===== src/rtl/usb_cdc_send_arbiter.sv =====
// usb_cdc_send_arbiter: packet-atomic round-robin arbiter sharing the CDC send byte channel among N sources.
// Define CDC_ARB_TAG_EN to prefix every burst with a tag byte 8'hF0+grant_id.
module usb_cdc_send_arbiter #(
    parameter int N             = 4,
    parameter int MAX_BURST     = 64,
    parameter int STALL_TIMEOUT = 255
) (
    input  logic           clk,
    input  logic           usb_rstn,
    input  logic [8*N-1:0] req_data_i,
    input  logic [N-1:0]   req_valid_i,
    input  logic [N-1:0]   req_last_i,
    output logic [N-1:0]   req_ready_o,
    output logic [7:0]     send_data_o,
    output logic           send_valid_o,
    input  logic           send_ready_i,
    output logic [2:0]     grant_id_o,
    output logic           busy_o
);
    localparam int IW = $clog2(N);
    localparam int BW = $clog2(MAX_BURST + 1);
    localparam int SW = $clog2(STALL_TIMEOUT + 1);
    localparam logic [1:0] IDLE = 2'd0;
    localparam logic [1:0] XFER = 2'd2;
`ifdef CDC_ARB_TAG_EN
    localparam logic [1:0] TAG = 2'd1;
    localparam logic [1:0] GRANTED = TAG;
`else
    localparam logic [1:0] GRANTED = XFER;
`endif

    logic [1:0]    state_q, state_d;
    logic [IW-1:0] rr_ptr_q, rr_ptr_d, grant_q, grant_d, pick;
    logic [BW-1:0] burst_cnt_q, burst_cnt_d;
    logic [SW-1:0] stall_cnt_q, stall_cnt_d;
    logic [7:0]    req_bytes [N];
    logic          g_valid, g_last, hs;

    for (genvar i = 0; i < N; i++) begin : g_bytes
        assign req_bytes[i] = req_data_i[8*i +: 8];
    end

    assign g_valid    = req_valid_i[grant_q];
    assign g_last     = req_last_i[grant_q];
    assign hs         = (state_q == XFER) && g_valid && send_ready_i;
    assign grant_id_o = 3'(grant_q);
    assign busy_o     = state_q != IDLE;

    // First valid requester after the previous grant; descending scan so the nearest one wins.
    always_comb begin
        pick = '0;
        for (int k = N; k >= 1; k--)
            if (req_valid_i[IW'((int'(rr_ptr_q) + k) % N)]) pick = IW'((int'(rr_ptr_q) + k) % N);
    end

    // Grant, burst-length and stall bookkeeping; a burst ends on last, byte limit or stall.
    always_comb begin
        state_d     = state_q;
        rr_ptr_d    = rr_ptr_q;
        grant_d     = grant_q;
        burst_cnt_d = burst_cnt_q;
        stall_cnt_d = stall_cnt_q;
        if (state_q == IDLE) begin
            if (|req_valid_i) begin
                state_d     = GRANTED;
                rr_ptr_d    = pick;
                grant_d     = pick;
                burst_cnt_d = '0;
                stall_cnt_d = '0;
            end
        end
`ifdef CDC_ARB_TAG_EN
        else if (state_q == TAG) begin
            if (send_ready_i) state_d = XFER;
        end
`endif
        else if (state_q == XFER) begin
            burst_cnt_d = hs ? burst_cnt_q + 1'b1 : burst_cnt_q;
            stall_cnt_d = g_valid ? '0 : (stall_cnt_q == SW'(STALL_TIMEOUT) ? stall_cnt_q : stall_cnt_q + 1'b1);
            if ((hs && (g_last || burst_cnt_q == BW'(MAX_BURST - 1))) ||
                (!g_valid && stall_cnt_q == SW'(STALL_TIMEOUT - 1)))
                state_d = IDLE;
        end
        else begin
            state_d = IDLE;
        end
    end

    // Zero-latency pass-through of the granted requester, plus the tag byte when compiled in.
    always_comb begin
        send_data_o  = (state_q == XFER) ? req_bytes[grant_q] : 8'h00;
        send_valid_o = (state_q == XFER) && g_valid;
        req_ready_o  = (state_q == XFER && send_ready_i) ? N'(1) << grant_q : '0;
`ifdef CDC_ARB_TAG_EN
        if (state_q == TAG) begin
            send_data_o  = {5'b11110, 3'(grant_q)};
            send_valid_o = 1'b1;
        end
`endif
    end

    // State registers; reset leaves requester 0 first in the round-robin order.
    always_ff @(posedge clk or negedge usb_rstn) begin
        if (!usb_rstn) begin
            state_q     <= IDLE;
            rr_ptr_q    <= IW'(N - 1);
            grant_q     <= '0;
            burst_cnt_q <= '0;
            stall_cnt_q <= '0;
        end else begin
            state_q     <= state_d;
            rr_ptr_q    <= rr_ptr_d;
            grant_q     <= grant_d;
            burst_cnt_q <= burst_cnt_d;
            stall_cnt_q <= stall_cnt_d;
        end
    end
endmodule


===== config.mk =====
export PLATFORM = sky130hd
export DESIGN_NAME = usb_cdc_send_arbiter
export DESIGN_NICKNAME = d
export VERILOG_FILES = /design/src/rtl/usb_cdc_send_arbiter.sv
export SDC_FILE = /design/constraint.sdc
export NUM_CORES = 1
export LEC_CHECK = 0
export ABC_AREA = 1
export CAP_MARGIN = 20
export CORE_MARGIN = 8
export CORE_UTILIZATION = 45
export DETAILED_ROUTE_END_ITERATION = 8
export GPL_TIMING_DRIVEN = 0
export PLACE_DENSITY = 0.8
export SYNTH_ARGS = -nofsm -noshare
export SYNTH_HDL_FRONTEND = slang
export SYNTH_SLANG_ARGS = --single-unit

===== constraint.sdc =====
create_clock -name clk -period 2.85 [get_ports clk]
set_input_delay 0.57 -clock clk [delete_from_list [all_inputs] [get_ports clk]]
set_output_delay 0.57 -clock clk [all_outputs]
set_load 0.05 [all_outputs]

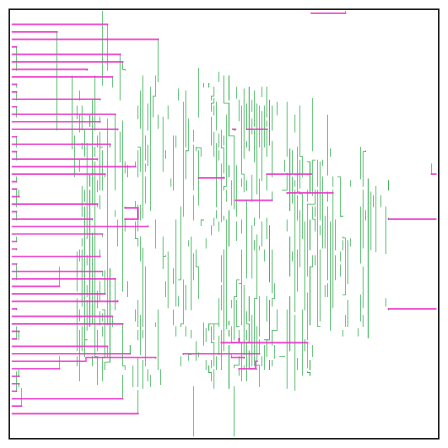
*Routed metal, one colour a layer, run 1*
Two of the layers only.
[met2] green | wire length: 2,280 µm
[met3] magenta | wire length: 702 µm

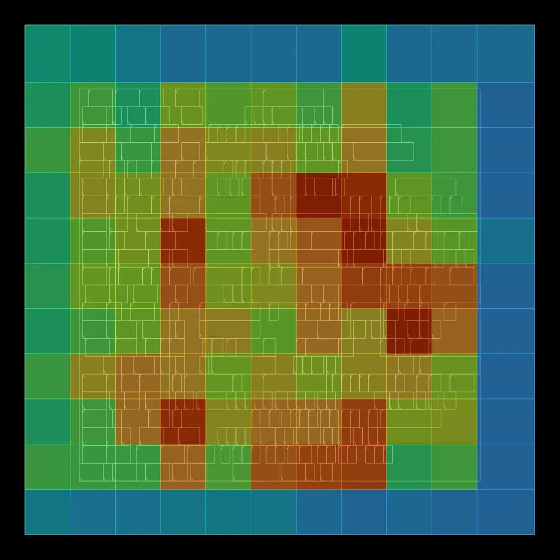
*Congestion heat map, run 1*
GRT busiest layer: met2
Total GRT Usage: 17.14%
grt met2 use: 27.90%
M3 GR Usage: 9.332%
average wire per standard cell: 13.39 µm

==> flow_summary.yaml, run 1 <==
# generated from flow reports
min_path:
  hold_path_end: "burst_cnt_q[6]"
  min_path_type: "reg -> reg"
synthesis:
  synth.net_count: 312
  edf_count: 0
  synthAdderAreaFrac_pct: 2.187
  ys.flops: 20
  yosys_warnings: 0
  synthDistinctLibCells: 34
  yosysTopAreaCellShare_pct: 26.24
final_timing:
  hold_viol_final: 0
  finalClockSkew_ps: 3.840
  clock.fmax_ghz: 0.3792
  slew_viol_final: 0
  setup_violations: 0
layout:
  syn_to_final_growth_pct: 40.45
  finish.utilization_pct: 65.86
  fin_area_mm2: 0.002411
  drive_gt1_share_pct: 8.841
setup_path:
  cp.required_ps: 2280
  crit_arrival_ps: 2070
job:
  log.warning_count: 27
clocking:
  clk_pin_slew_worst_paths_ps: 80
  insertion_delay_ps: 260
  cts_tree: "built"
  clkSinkCount: 20
floorplanning:
  fp_util_pct: 46.89
  core_mm2: 0.003661
grt:
  grt_antenna_before_repair: 0
  grt_pass1_vias: 2004
detailed_routing:
  drcViolationCount: 0
  routed_wl_um: 5034
  vias_per_cell: 5.098
placed_design:
  placed_area_mm2: 0.002357
outcome:
  outcome: "finished clean"
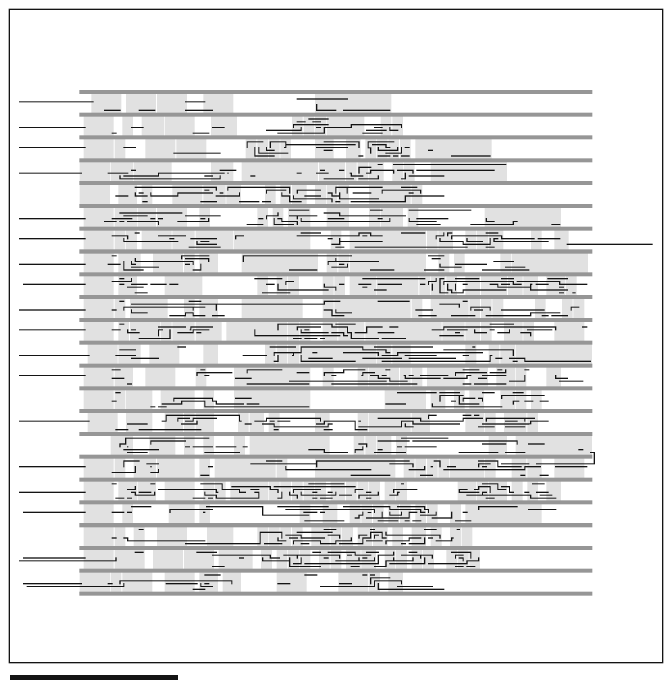
*Signal wires on met1, run 1*
Scale bar: 20 µm. Supply wires on this layer in grey. Cells faint in the background.
longest straight run: 23.0 µm
share of all routed wire: 40%

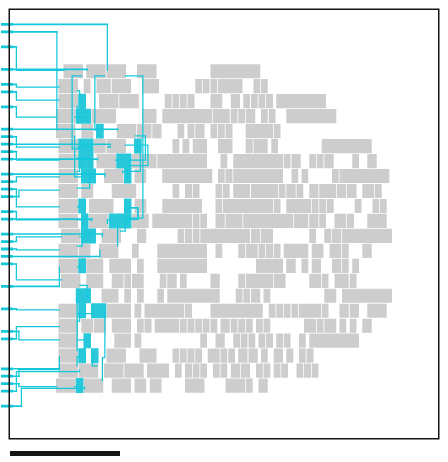
*Port wiring, run 1*
Scale bar: 20 µm.
[`req_data_i`] cyan | direction: input | edge: left | end cells: 24 | wire: 606 µm

[run 1: kinds of logic after synthesis]
kind of cell               Yosys count
and+or+nand+nor                    172
AOI/OAI and AO/OA                   30
adders and majority gates            3
other                                1
xor gates and xnor gates             3
DFF                                 20
buffers and inverters               37
[run 1: worst max-delay path, stage by stage, from the launching register on]
cell and delay, ps:
dfrtp_1 490, inv_1 80, nand2_1 130, clkinv_1 270, a22oi_1 260, a31oi_1 120, dlygate4sd2_1 450
[run 1: state kept, by name, summed over array words and instances (netlist names)]
signal       count
grant_q          2
state_q          1
burst_cnt_q      7
stall_cnt_q      8
rr_ptr_q         2
[run 1: through the flow]
step | worst slack [ps] | power, µW | cells | hold WS, ps
5_1_grt | 46.97 | 2814 | 376 | 522.3
4_1_cts | 0.9228 | 2616 | 376 | 487.8
6_report | 212.9 | 2593 | 376 | 495.9
3_5_place_dp | -230.6 | 2418 | 372 | 470.1
2_1_floorplan | 305.2 | 1853 | 266 | 274.4
3_3_place_gp | -214.5 | 2397 | 372 | 468.2
[run 1: power breakdown]
group	internal, µW	switching (µW)
clock	123	97.6
sequential	374	99.7
combinational	579	1320
[run 1: final cells by class]
class	count	area [µm²]	share of cell area [%]
clock buffers	4	55.05	2.283
inverters	32	123.9	5.138
multi-input cells	209	1061	44.01
well taps	48	60.06	2.491
flip-flops and latches	20	503.0	20.86
plain buffers	5	28.78	1.194
repair buffers	58	579.3	24.03
[run 1: per-layer routing]
metal | GRT usage [%] | up-vias | part of all wire (%)
met5 | 0 | - | 0
met4 | 5.283 | 0 | 0.83
met3 | 9.332 | 4 | 14
met2 | 27.90 | 79 | 45
met1 | 18.67 | 851 | 40
li1 | - | 983 | -
==> run 1 -> run 2 <==
--- a/config.mk
+++ b/config.mk
@@ -6,8 +6,8 @@
 export NUM_CORES = 1
 export LEC_CHECK = 0
 export ABC_AREA = 1
-export CAP_MARGIN = 20
-export CORE_MARGIN = 8
+export CAP_MARGIN = 10
+export CORE_MARGIN = 5
 export CORE_UTILIZATION = 45
 export DETAILED_ROUTE_END_ITERATION = 8
 export GPL_TIMING_DRIVEN = 0
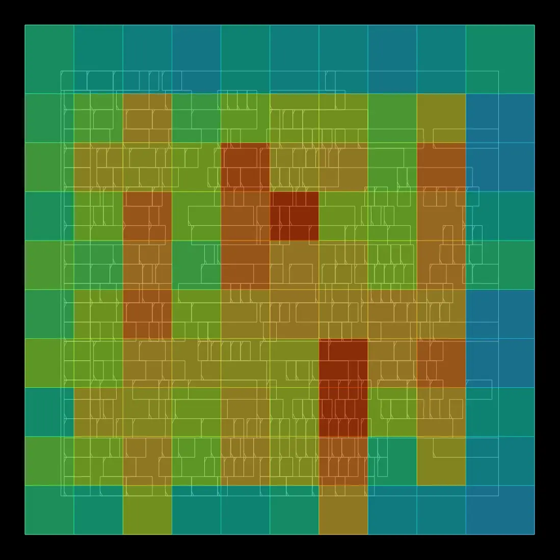
*Congestion heat map, run 2*
grt met2 use: 32.35%
GR met1 Demand/Resource: 20.43%
M3 GR Usage: 7.714%
Final Util: 65.57%
Total GRT Usage: 18.28%

==> flow_summary.yaml, run 2 <==
# generated from flow reports
synthesis:
  yosysTopAreaCellShare_pct: 26.24
  synthAdderAreaFrac_pct: 2.187
  synth.net_count: 312
  ys.flops: 20
layout:
  seq-cell-share_pct: 20.80
  syn_to_final_growth_pct: 40.89
  comb_share_pct: 43.87
  buffer_area_share_pct: 25.45
  comb_cells: 209
  area_dominant_class: "multi-input combinational cells"
  flop-count: 20
  flop_area_um2: 503.0
  largestRegisters: "stall_cnt_q (8), burst_cnt_q (7)"
  drive_gt1_share_pct: 8.841
detailed_routing:
  vias_per_cell: 5.016
  routed_wl_um: 4494
floorplanning:
  fp_util_pct: 46.54
  core_mm2: 0.003689
grt:
  grt_antenna_before_repair: 0
  gr-max-usage-layer: "met2"
  grt_pass1_vias: 1805
final_timing:
  finalClockSkew_ps: 4.171
  setup_violations: 0
  hold_viol_final: 0
outcome:
  outcome: "finished clean"
job:
  log.warning_count: 27
clocking:
  clk_pin_slew_worst_paths_ps: 70
placed_design:
  dp_cells: 372
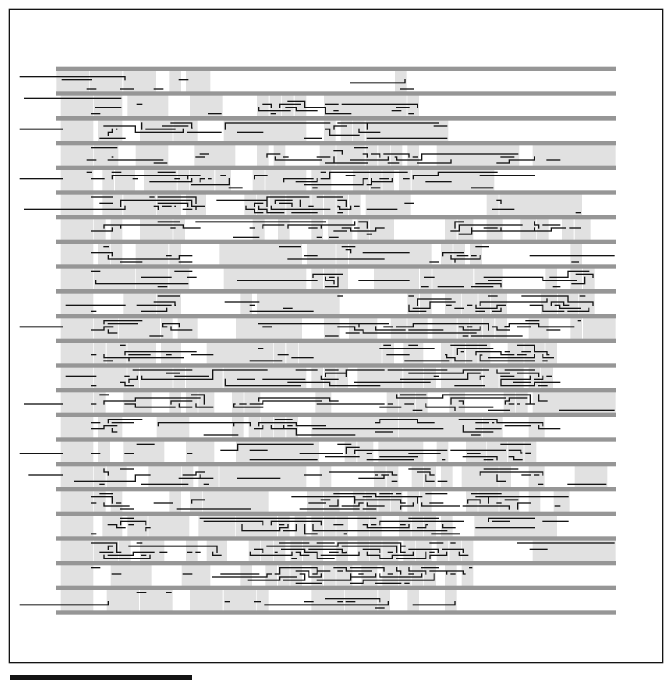
*Signal wires on met1, run 2*
Scale bar: 20 µm. Supply wires on this layer in grey. Cells faint in the background.
share of all routed wire: 41%
nets with wire on the layer: 314
wire length on this layer: 1,840 µm
main direction: horizontal
longest straight run: 19.3 µm

==> run 2: netlist changes by cell type in the layout (fill, tap and decap cells not counted) <==
cell	delta
dlymetal6s2s_1	+2
dlygate4sd2_1	-2
==> run 2: layer usage <==
layer	vias up	part of all wire [%]	wire (µm)
met1	837	41	1842
met2	66	47	2100
li1	981	-	-
met4	0	0.56	25
met3	2	12	526
met5	-	0	0
==> run 2: where the power goes <==
part           switching, µW  internal (µW)
logic                   1290            591
registers               92.7            374
clock network           95.2            123
total                   1480           1090
==> run 2: metrics by stage <==
| stage | area (µm²) | utilization (%) | setup TNS (ps) | total power, µW | setup slack (ps) |
|---|---|---|---|---|---|
| finish | 2419 | 65.57 | 0 | 2567 | 266.6 |
| CTS | 2405 | 65.20 | 0 | 2599 | 7.882 |
| floorplan | 1717 | - | 0 | 1853 | 305.2 |
| global placement | 2357 | 63.91 | -245.5 | 2382 | -214.1 |
| detailed placement | 2357 | 63.91 | -279.1 | 2398 | -221.7 |
| global route | 2419 | 65.57 | 0 | 2788 | 154.2 |
==> run 2: cells by family (layout without fill, tap and decap cells) <==
logic type,count (synthesis),in the layout
simple gates,172,172
buf+inv,37,99
compound gates,30,30
flops,20,20
fa+ha+maj,3,3
xor+xnor,3,3
other cells,1,1
==> run 2: final timing paths <==
path	start	endpoint	cells after the start
max	send_ready_i	req_ready_o[2]	4
min	burst_cnt_q[6]	burst_cnt_q[6]	2
max reg2reg	state_q[1]	stall_cnt_q[7]	7
min reg2reg	burst_cnt_q[6]	burst_cnt_q[6]	2
max in group asynchronous	usb_rstn	stall_cnt_q[1]	1
min in group asynchronous	usb_rstn	stall_cnt_q[4]	1
==> run 2: worst max-delay path, stage by stage <==
cell and delay, ps:
clkdlybuf4s50_1 460, nand2_1 250, nor2_1 180, dlygate4sd2_1 540
Power figures rest on the tool's default switching activity, not on a simulated workload.
